$ cat src/rtl/pacman_map_writer.sv
// pacman_map_writer: moves Pac-Man on the game map by erasing the vacated
// cell and drawing the new one through an arbitrated map-RAM write port.
module pacman_map_writer #(
  parameter int                MAP_W       = 40,
  parameter int                MAP_H       = 30,
  parameter int                ADDR_W      = 11,
  parameter int                CELL_W      = 2,
  parameter logic [CELL_W-1:0] EMPTY_CODE  = '0,
  parameter logic [CELL_W-1:0] PACMAN_CODE = 2'b11
) (
  input  logic              CLOCK_50,
  input  logic              reset,
  input  logic [5:0]        curr_pacman_x,
  input  logic [4:0]        curr_pacman_y,
  input  logic [5:0]        next_pacman_x,
  input  logic [4:0]        next_pacman_y,
  input  logic              ram_gnt,
  output logic              ram_req,
  output logic              ram_wr_en,
  output logic [ADDR_W-1:0] ram_addr,
  output logic [CELL_W-1:0] ram_wr_data,
  output logic              done,
  output logic              busy,
  output logic              oob_err,
  output logic [15:0]       move_count
);

  typedef enum logic [2:0] {
    IDLE,
    REQ,
    ERASE,
    DRAW,
    DONE
  } state_t;

  state_t     state, state_nxt;
  logic [5:0] curr_x_q, next_x_q;
  logic [4:0] curr_y_q, next_y_q;
  logic       curr_ok_q, next_ok_q;
  logic       move_pending;
  logic       curr_in_range, next_in_range;

  // y*MAP_W + x as a constant-coefficient shift-add sum, no multiplier needed
  function automatic logic [ADDR_W-1:0] cell_addr(input logic [5:0] x, input logic [4:0] y);
    logic [31:0] acc;
    acc = 32'(x);
    for (int unsigned i = 0; i < 16; i++) begin
      if (((MAP_W >> i) & 1) != 0)
        acc = acc + (32'(y) << i);
    end
    return acc[ADDR_W-1:0];
  endfunction

  assign move_pending  = {next_pacman_x, next_pacman_y} != {curr_pacman_x, curr_pacman_y};
  assign curr_in_range = (int'(curr_pacman_x) < MAP_W) && (int'(curr_pacman_y) < MAP_H);
  assign next_in_range = (int'(next_pacman_x) < MAP_W) && (int'(next_pacman_y) < MAP_H);

  // State register
  always_ff @(posedge CLOCK_50 or negedge reset) begin
    if (!reset) state <= IDLE;
    else        state <= state_nxt;
  end

  // Next-state and handshake outputs; the write strobe is combinational so it
  // can never be high in a cycle where the grant is low
  always_comb begin
    state_nxt = state;
    ram_req   = 1'b0;
    ram_wr_en = 1'b0;
    done      = 1'b0;
    busy      = (state != IDLE);
    unique case (state)
      IDLE: begin
        if (move_pending) state_nxt = REQ;
      end
      REQ: begin
        ram_req = 1'b1;
        if (ram_gnt) state_nxt = ERASE;
      end
      ERASE: begin
        ram_req = 1'b1;
        if (ram_gnt) begin
          ram_wr_en = curr_ok_q;
          state_nxt = DRAW;
        end
      end
      DRAW: begin
        ram_req = 1'b1;
        if (ram_gnt) begin
          ram_wr_en = next_ok_q;
          state_nxt = DONE;
        end
      end
      DONE: begin
        done      = 1'b1;
        state_nxt = IDLE;
      end
      default: state_nxt = IDLE;
    endcase
  end

  // Coordinate latches, error flag and move counter
  always_ff @(posedge CLOCK_50 or negedge reset) begin
    if (!reset) begin
      curr_x_q   <= '0;
      curr_y_q   <= '0;
      next_x_q   <= '0;
      next_y_q   <= '0;
      curr_ok_q  <= 1'b0;
      next_ok_q  <= 1'b0;
      oob_err    <= 1'b0;
      move_count <= '0;
    end else begin
      if (state == IDLE && move_pending) begin
        curr_x_q  <= curr_pacman_x;
        curr_y_q  <= curr_pacman_y;
        next_x_q  <= next_pacman_x;
        next_y_q  <= next_pacman_y;
        curr_ok_q <= curr_in_range;
        next_ok_q <= next_in_range;
        if (!curr_in_range || !next_in_range) oob_err <= 1'b1;
      end
      if (state == DONE && move_count != '1) move_count <= move_count + 16'd1;
    end
  end

  // Address/data are loaded one state ahead so they are valid with the strobe
  always_ff @(posedge CLOCK_50 or negedge reset) begin
    if (!reset) begin
      ram_addr    <= '0;
      ram_wr_data <= '0;
    end else if (state == REQ && ram_gnt) begin
      ram_addr    <= cell_addr(curr_x_q, curr_y_q);
      ram_wr_data <= EMPTY_CODE;
    end else if (state == ERASE && ram_gnt) begin
      ram_addr    <= cell_addr(next_x_q, next_y_q);
      ram_wr_data <= PACMAN_CODE;
    end
  end

endmodule

$ cat config.mk
export PLATFORM = sky130hd
export DESIGN_NAME = pacman_map_writer
export DESIGN_NICKNAME = d
export VERILOG_FILES = /design/src/rtl/pacman_map_writer.sv
export SDC_FILE = /design/constraint.sdc
export NUM_CORES = 1
export LEC_CHECK = 0
export ABC_AREA = 1
export CAP_MARGIN = 15
export CORE_ASPECT_RATIO = 0.5
export CORE_MARGIN = 5
export CORE_UTILIZATION = 30
export DETAILED_ROUTE_END_ITERATION = 6
export GPL_TIMING_DRIVEN = 0
export HOLD_SLACK_MARGIN = 0.06
export PLACE_DENSITY = 0.5
export REMOVE_ABC_BUFFERS = 1
export SETUP_SLACK_MARGIN = 0.3
export SLEW_MARGIN = 15
export SYNTH_ARGS = -nofsm -noshare
export SYNTH_HDL_FRONTEND = slang
export SYNTH_SLANG_ARGS = --single-unit
$ cat constraint.sdc
create_clock -name CLOCK_50 -period 3.28 [get_ports CLOCK_50]
set_input_delay 0.656 -clock CLOCK_50 [delete_from_list [all_inputs] [get_ports CLOCK_50]]
set_output_delay 0.656 -clock CLOCK_50 [all_outputs]
set_load 0.03 [all_outputs]
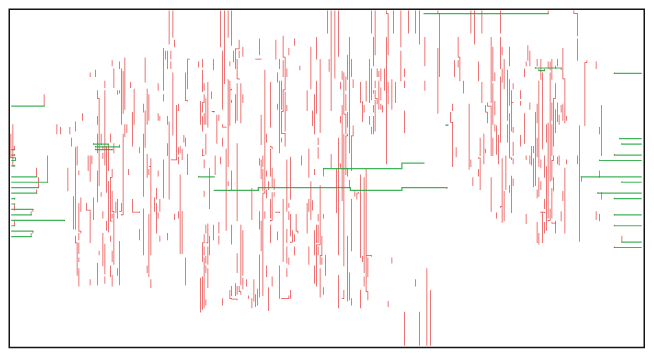
Figure 1: run 1, routed metal, one color a layer.
(4 px per µm) Only two layers are drawn.
legend:
  green:
    layer: metal 3
    wire_length: 316 µm
  red:
    layer: metal 2
    wire_length: 3240 µm

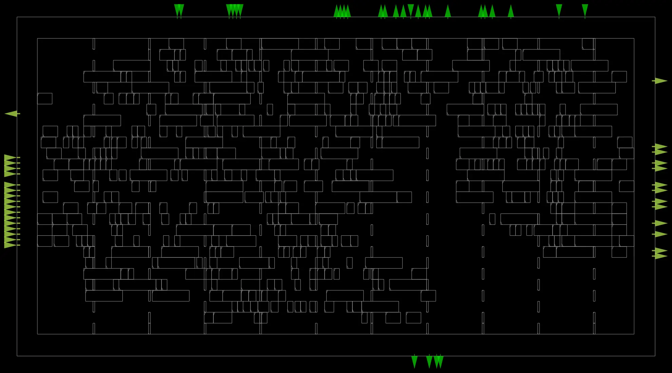
Figure 2: run 1, cell outlines without signal wires.
sequential cell count of the final layout: 56
floorplan row count: 27
number of tap instances: 145
final core area utilization: 0.381

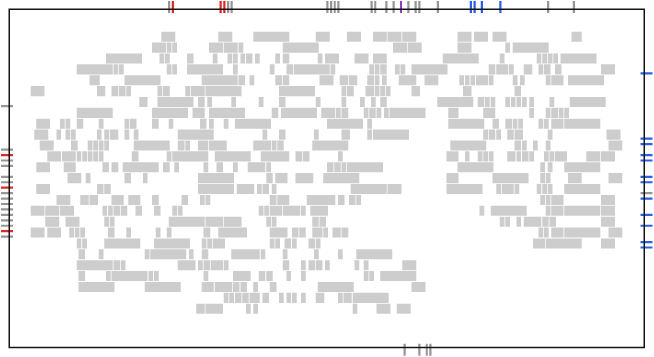
Figure 3: run 1, pin placement.
(4 px per µm) Pins as bars across the die edge, other pins in gray.
legend:
  blue:
    port: `move_count`
    pins: 16
    direction: output
    edge: 12 right, 4 top
  red:
    port: `curr_pacman_x`
    pins: 6
    direction: input
    edge: 3 top, 3 left
  purple:
    port: `ram_gnt`
    pins: 1
    direction: input
    edge: top
all pins by edge: 25 top, 17 left, 13 right, 4 bottom

==> run summary, run 1 <==
Notes on the flow outputs.

- Setup violations remaining at the end of the flow were counted as 0.
- After synthesis, the share of flip-flops with an asynchronous set or reset is 1.00.
- The power report puts the net switching power at 1.65 mW.
- As logged by OpenROAD, the buffers inserted on ports number 58.
- The power report attributes to the sequential group a share of 0.327.
- The flip-flop and latch count after synthesis is 56.
- Once detailed placement completed, the half-perimeter wirelength came to 6110 µm.
- The routed design uses 315 µm of met3 wire.
- The worst clock skew on the final layout is 0.00756 ns.
- The run finished with clean final reports.
- The leakage power of the design is 2.06 nW.
- The post-synthesis to final-layout area growth is 25.6%.
- The share of final-layout standard cells stronger than drive strength 1 reads 0.0435.
- The cell taking the most area after synthesis is dfrtp_1.
- In the global route stage, overall resource usage came out at 0.125.
- The post-placement cell area is 4000 µm².
- The die is 158 µm wide.
- As reported, the later end of the worst-skew pair has a clock insertion delay of 0.30 ns.
- The clock network fraction of total power reads 0.153.
- According to the floorplan report, the placeable core area is 10900 µm².
- The first-pass GRT wire length is 13400 µm.
- The power report attributes to the combinational group a share of 0.520.
- The post-cts sizing count is 0.
- The critical path capture point type reads an output pin.
- The total clock sinks reads 56.
- The CTS tree reads built.
- The most instantiated library cell after synthesis is nand2_1.
- The deepest clock path buffer count is 2.
- Setup repair after global routing left no endpoint under its margin.
- The number of flops mapped to enable cells by yosys is 0.
## run 1: state kept, by name, summed over array words and instances (netlist names)
register	cells
curr_x_q	6
curr_ok_q	1
move_count	16
next_ok_q	1
next_y_q	5
next_x_q	6
state	3
curr_y_q	5
oob_err	1
ram_wr_data	1
ram_addr	11
## run 1: final cells by class
class / count / area share
Tap cell: 145 / 0.0437
Clock buffer: 5 / 0.0302
Inverter: 46 / 0.0416
Timing Repair Buffer: 58 / 0.139
Clock inverter: 3 / 0.00573
Sequential cell: 56 / 0.338
Multi-Input combinational cell: 315 / 0.402
## run 1: worst max-delay path, cell delays in order
cell and delay [ns]:
clkdlybuf4s50_1 0.52, inv_1 0.09, nor4_1 0.28, clkdlybuf4s50_1 0.72
## run 1: per-stage QoR
stage / setup TNS, ns / utilization / setup WS (ns) / power, mW
finish: 0 / 0.381 / 0.359 / 3.63
global placement: -18.25 / 0.368 / -0.333 / 3.09
floorplan: 0 / - / 0.928 / 2.48
global route: 0 / 0.381 / 0.304 / 4.00
detailed placement: 0 / 0.368 / 0.349 / 3.10
CTS: 0 / 0.381 / 0.342 / 3.67
## run 1: path summary, 6_finish.rpt
check                              from              to  slack (ns)  cells after the start
min in group CLOCK_50      ram_addr[10]    ram_addr[10]        0.48                      2
min reg2reg                ram_addr[10]    ram_addr[10]        0.48                      2
max                             ram_gnt       ram_wr_en        0.36                      4
max in group asynchronous         reset     next_x_q[4]        2.37                      1
max reg2reg                 curr_y_q[0]     ram_addr[9]        0.76                     12
min                               reset  move_count[14]        0.40                      1
## run 1: cells in the final DEF (no fill, tap or decap)
cell type and count:
clkinv_4 1, nand2_2 3, a31oi_1 2, nand4_1 2, fa_1 4, buf_4 1, nand4_2 1, nand2_1 133
nand3_1 52, nor4_1 3, o21ai_1 1, nor2_1 30, a21oi_1 11, xnor2_1 6, clkdlybuf4s50_1 57, inv_1 42
o21ai_0 20, inv_2 4, and3_1 3, o21bai_1 1, nand3b_1 2, clkbuf_16 5, clkinvlp_4 2, nor3_1 5
dfrtp_1 56, ha_1 15, and2_1 1, xor2_1 16, nor2_2 3, or2_2 1
## run 1: per-layer routing
layer	vias to the layer above	track usage
met2	48	0.188
met4	0	0.0255
met1	1258	0.184
met3	7	0.0294
met5	-	0
li1	1481	-
## run 1: kinds of logic (layout without fill, tap and decap cells)
group,Yosys count,after routing,share of synthesized area
AND/OR/NAND/NOR,239,239,0.310
flip-flops,56,56,0.424
buffers and inverters,55,112,0.0716
AND-OR/OR-AND,35,35,0.0545
XOR/XNOR,22,22,0.0583
adder cells (fa/ha/maj),19,19,0.0811
## run 1: power groups by stage
stage                     combinational [mW]  clock [mW]  sequential (mW)
after CTS                               1.91       0.572             1.19
after detailed placement                1.90           0             1.20
after global placement                  1.90           0             1.19
after global routing                    2.18       0.600             1.22
after floorplan                         1.18           0             1.30
final                                   1.89       0.554             1.18
==> inputs of run 2 (changes only) <==
Settings changed: ABC_CLOCK_PERIOD_IN_PS from default to 2500, CORE_ASPECT_RATIO 0.5 to default, PLACE_DENSITY 0.5 to 0.52.
Clock period 3.28 ns to 2.5 ns, I/O delays scaled along.
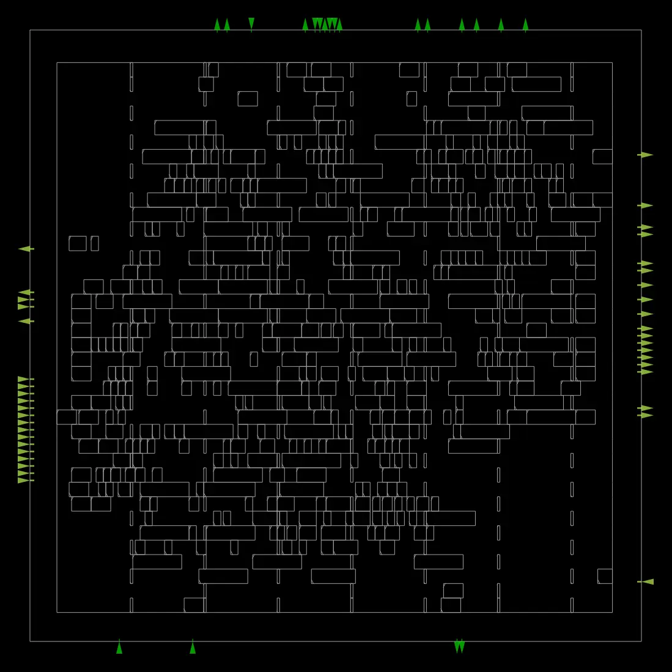
Figure 4: run 2, cell outlines without signal wires.
final cell count without fillers: 634
floorplan row count: 38

==> run 2 against run 1 <==
Net effect: clock skew barely moved; synthesized area did not move; critical path depth increased by 7; die area is 0.96% lower; sequential power increased by 31%; hold slack got worse by 0.16 ns; first-iteration DRC count down 5.4%; final area up 3.0%; synthesized cell count is the same; combinational power up 53%; wire length rose by 4.6%; utilization rose by 1.4 points; critical endpoint is now ram_addr[9].
==> run summary, run 2 <==
Notes on the flow outputs.

- Run status: finished, final reports clean (unchanged).
- The most instantiated logic cell after routing is nand2_1 (unchanged).
- The flip-flop count of the largest register, all copies and words added reads 16 (unchanged).
- The CTS tree is built (unchanged).
- Unrepaired setup endpoints after global routing: yes (was no).
- The share of final-layout standard cells stronger than drive strength 1 was 0.109 (was 0.0435).
- The final-report setup violation count reads 0 (unchanged).
- Synth top cells by count: nand2_1 (133), dfrtp_1 (56), nand3_1 (52), inv_1 (42), nor2_1 (30) (unchanged).
- The first-pass GRT wire length is 13700 µm (was 13400 µm).
- The terminus of the critical flop-to-flop path reads ram_addr[9] (unchanged).
- The critical path capture point type reads a flop (was output pin).
- The number of flops mapped to enable cells by yosys is 0 (unchanged).
- The total negative slack is 0 ns (unchanged).
- The clock network fraction of total power reads 0.119 (was 0.153).
- The count of buffers from port buffering reads 58 (unchanged).
- The standard cell core area is 10800 µm² (was 10900 µm²).
- The register containing the most flip-flops in the final layout reads move_count (unchanged).
- The final-report hold violation count was 0 (unchanged).
- The post-synthesis cell area is 3300 µm² (unchanged).
- The flip-flop and latch count after synthesis reads 56 (unchanged).
- The post-synthesis to final-layout area growth reads 29.3% (was 25.6%).
- The sequential cell fraction of total power is 0.306 (was 0.327).
- The most instantiated library cell after synthesis is nand2_1 (unchanged).
- The leakage power of the design reads 2.10 nW (was 2.06 nW).
- Highest-count cells in the layout ignoring fill and taps: nand2_1 (130), dfrtp_1 (55), clkdlybuf4s50_1 (53), nand3_1 (51), inv_1 (42) (was nand2_1 (133), clkdlybuf4s50_1 (57), dfrtp_1 (56), nand3_1 (52), inv_1 (42)).
- The insertion delay of the later-clocked pin in the worst-skew pair is 0.31 ns (was 0.30 ns).
- The overall track demand over capacity in global routing came to 0.128 (was 0.125).
- The residual DRC count came to 0 (unchanged).
- The total clock sinks came to 56 (unchanged).
- The part of the power in combinational logic reads 0.574 (was 0.520).
- The switching component of the power is 2.27 mW (was 1.65 mW).
- The overall power after layout is 5.05 mW (was 3.63 mW).
- The total half-perimeter wirelength after legalization and detailed placement reads 6280 µm (was 6110 µm).
- Leading registers by flop count: move_count (16), ram_addr (11) (unchanged).
- The startpoint of the worst register-to-register path is next_y_q[0] (was curr_y_q[0]).
- The horizontal die size reads 115 µm (was 158 µm).
- The deepest clock path buffer count was 2 (unchanged).
- The depth of the most critical reg-to-reg path reads 11 (was 12).
- The worst clock skew on the final layout is 0.00708 ns (was 0.00756 ns).
- The share of async-settable or async-resettable flops after synthesis was 1.00 (unchanged).
run 2: cell counts after synthesis:
Identical to the previous run, type by type.
run 2: power by group through the flow:
stage / clock, mW / combinational [mW] / sequential, mW
3_5_place_dp: 0 / 2.54 / 1.55
2_1_floorplan: 0 / 1.55 / 1.71
5_1_grt: 0.678 / 3.28 / 1.60
3_3_place_gp: 0 / 2.48 / 1.55
6_report: 0.603 / 2.90 / 1.55
4_1_cts: 0.629 / 2.80 / 1.54
run 2: final cells by class:
| class | instances | area [µm²] |
|---|---|---|
| flip-flops and latches | 56 | 1400 |
| well taps | 140 | 175 |
| multi-input cells | 316 | 1770 |
| repair buffers | 68 | 639 |
| inverters | 46 | 173 |
| fillers | 1153 | 6520 |
| clock inverters | 2 | 38.8 |
| clock buffers | 6 | 72.6 |
run 2: how the worst max path moves through the flow:
stage,to,from,depth (start not counted)
finish,ram_addr[9],next_y_q[0],11
global route,ram_addr[10],curr_y_q[0],14
CTS,ram_wr_en,ram_gnt,4
detailed placement,curr_x_q[0],curr_pacman_x[0],10
global placement,state[2],reset,1
floorplan,ram_addr[7],next_y_q[0],8
run 2: logic make-up after synthesis:
family                     after synthesis  synth area share
buffers and inverters                   55            0.0716
AOI/OAI and AO/OA                       35            0.0545
adders and majority gates               19            0.0811
and+or+nand+nor                        239             0.310
xor gates and xnor gates                22            0.0583
DFF                                     56             0.424
run 2: per-layer routing:
layer  share of wire  global-route usage  vias up
met5               0                   0        -
met4           0.017              0.0376        0
met2            0.46               0.211       58
met3           0.041              0.0253        9
li1                -                   -     1500
met1            0.48               0.171     1347
run 2: timing repair:
item,4_1_cts,5_1_grt
resized,22,18
endpoints found under the setup margin,33,32
pin swaps,17,12
setup buffers,7,3
cloned,0,1
run 2: critical path: stages (launching register included):
cell and delay (ns):
dfrtp_1 0.41, ha_2 0.20, fa_2 0.36, xor2_1 0.16, ha_2 0.21, fa_2 0.38, nand3_1 0.10, nand3_1 0.08
nand3_1 0.09, nand2_1 0.07, nand2_1 0.06, nand2_1 0.05
run 2: through the flow:
stage	area, µm²	setup slack [ns]	util	hold WS, ns
after floorplan	3240	0.222	-	0.204
after global placement	4000	-0.989	0.370	0.463
final	4270	0.225	0.396	0.243
after global routing	4270	0.00731	0.396	0.302
after CTS	4210	0.123	0.390	0.272
after detailed placement	3990	-0.234	0.370	0.459
Power is estimated from default activity; no workload was simulated.
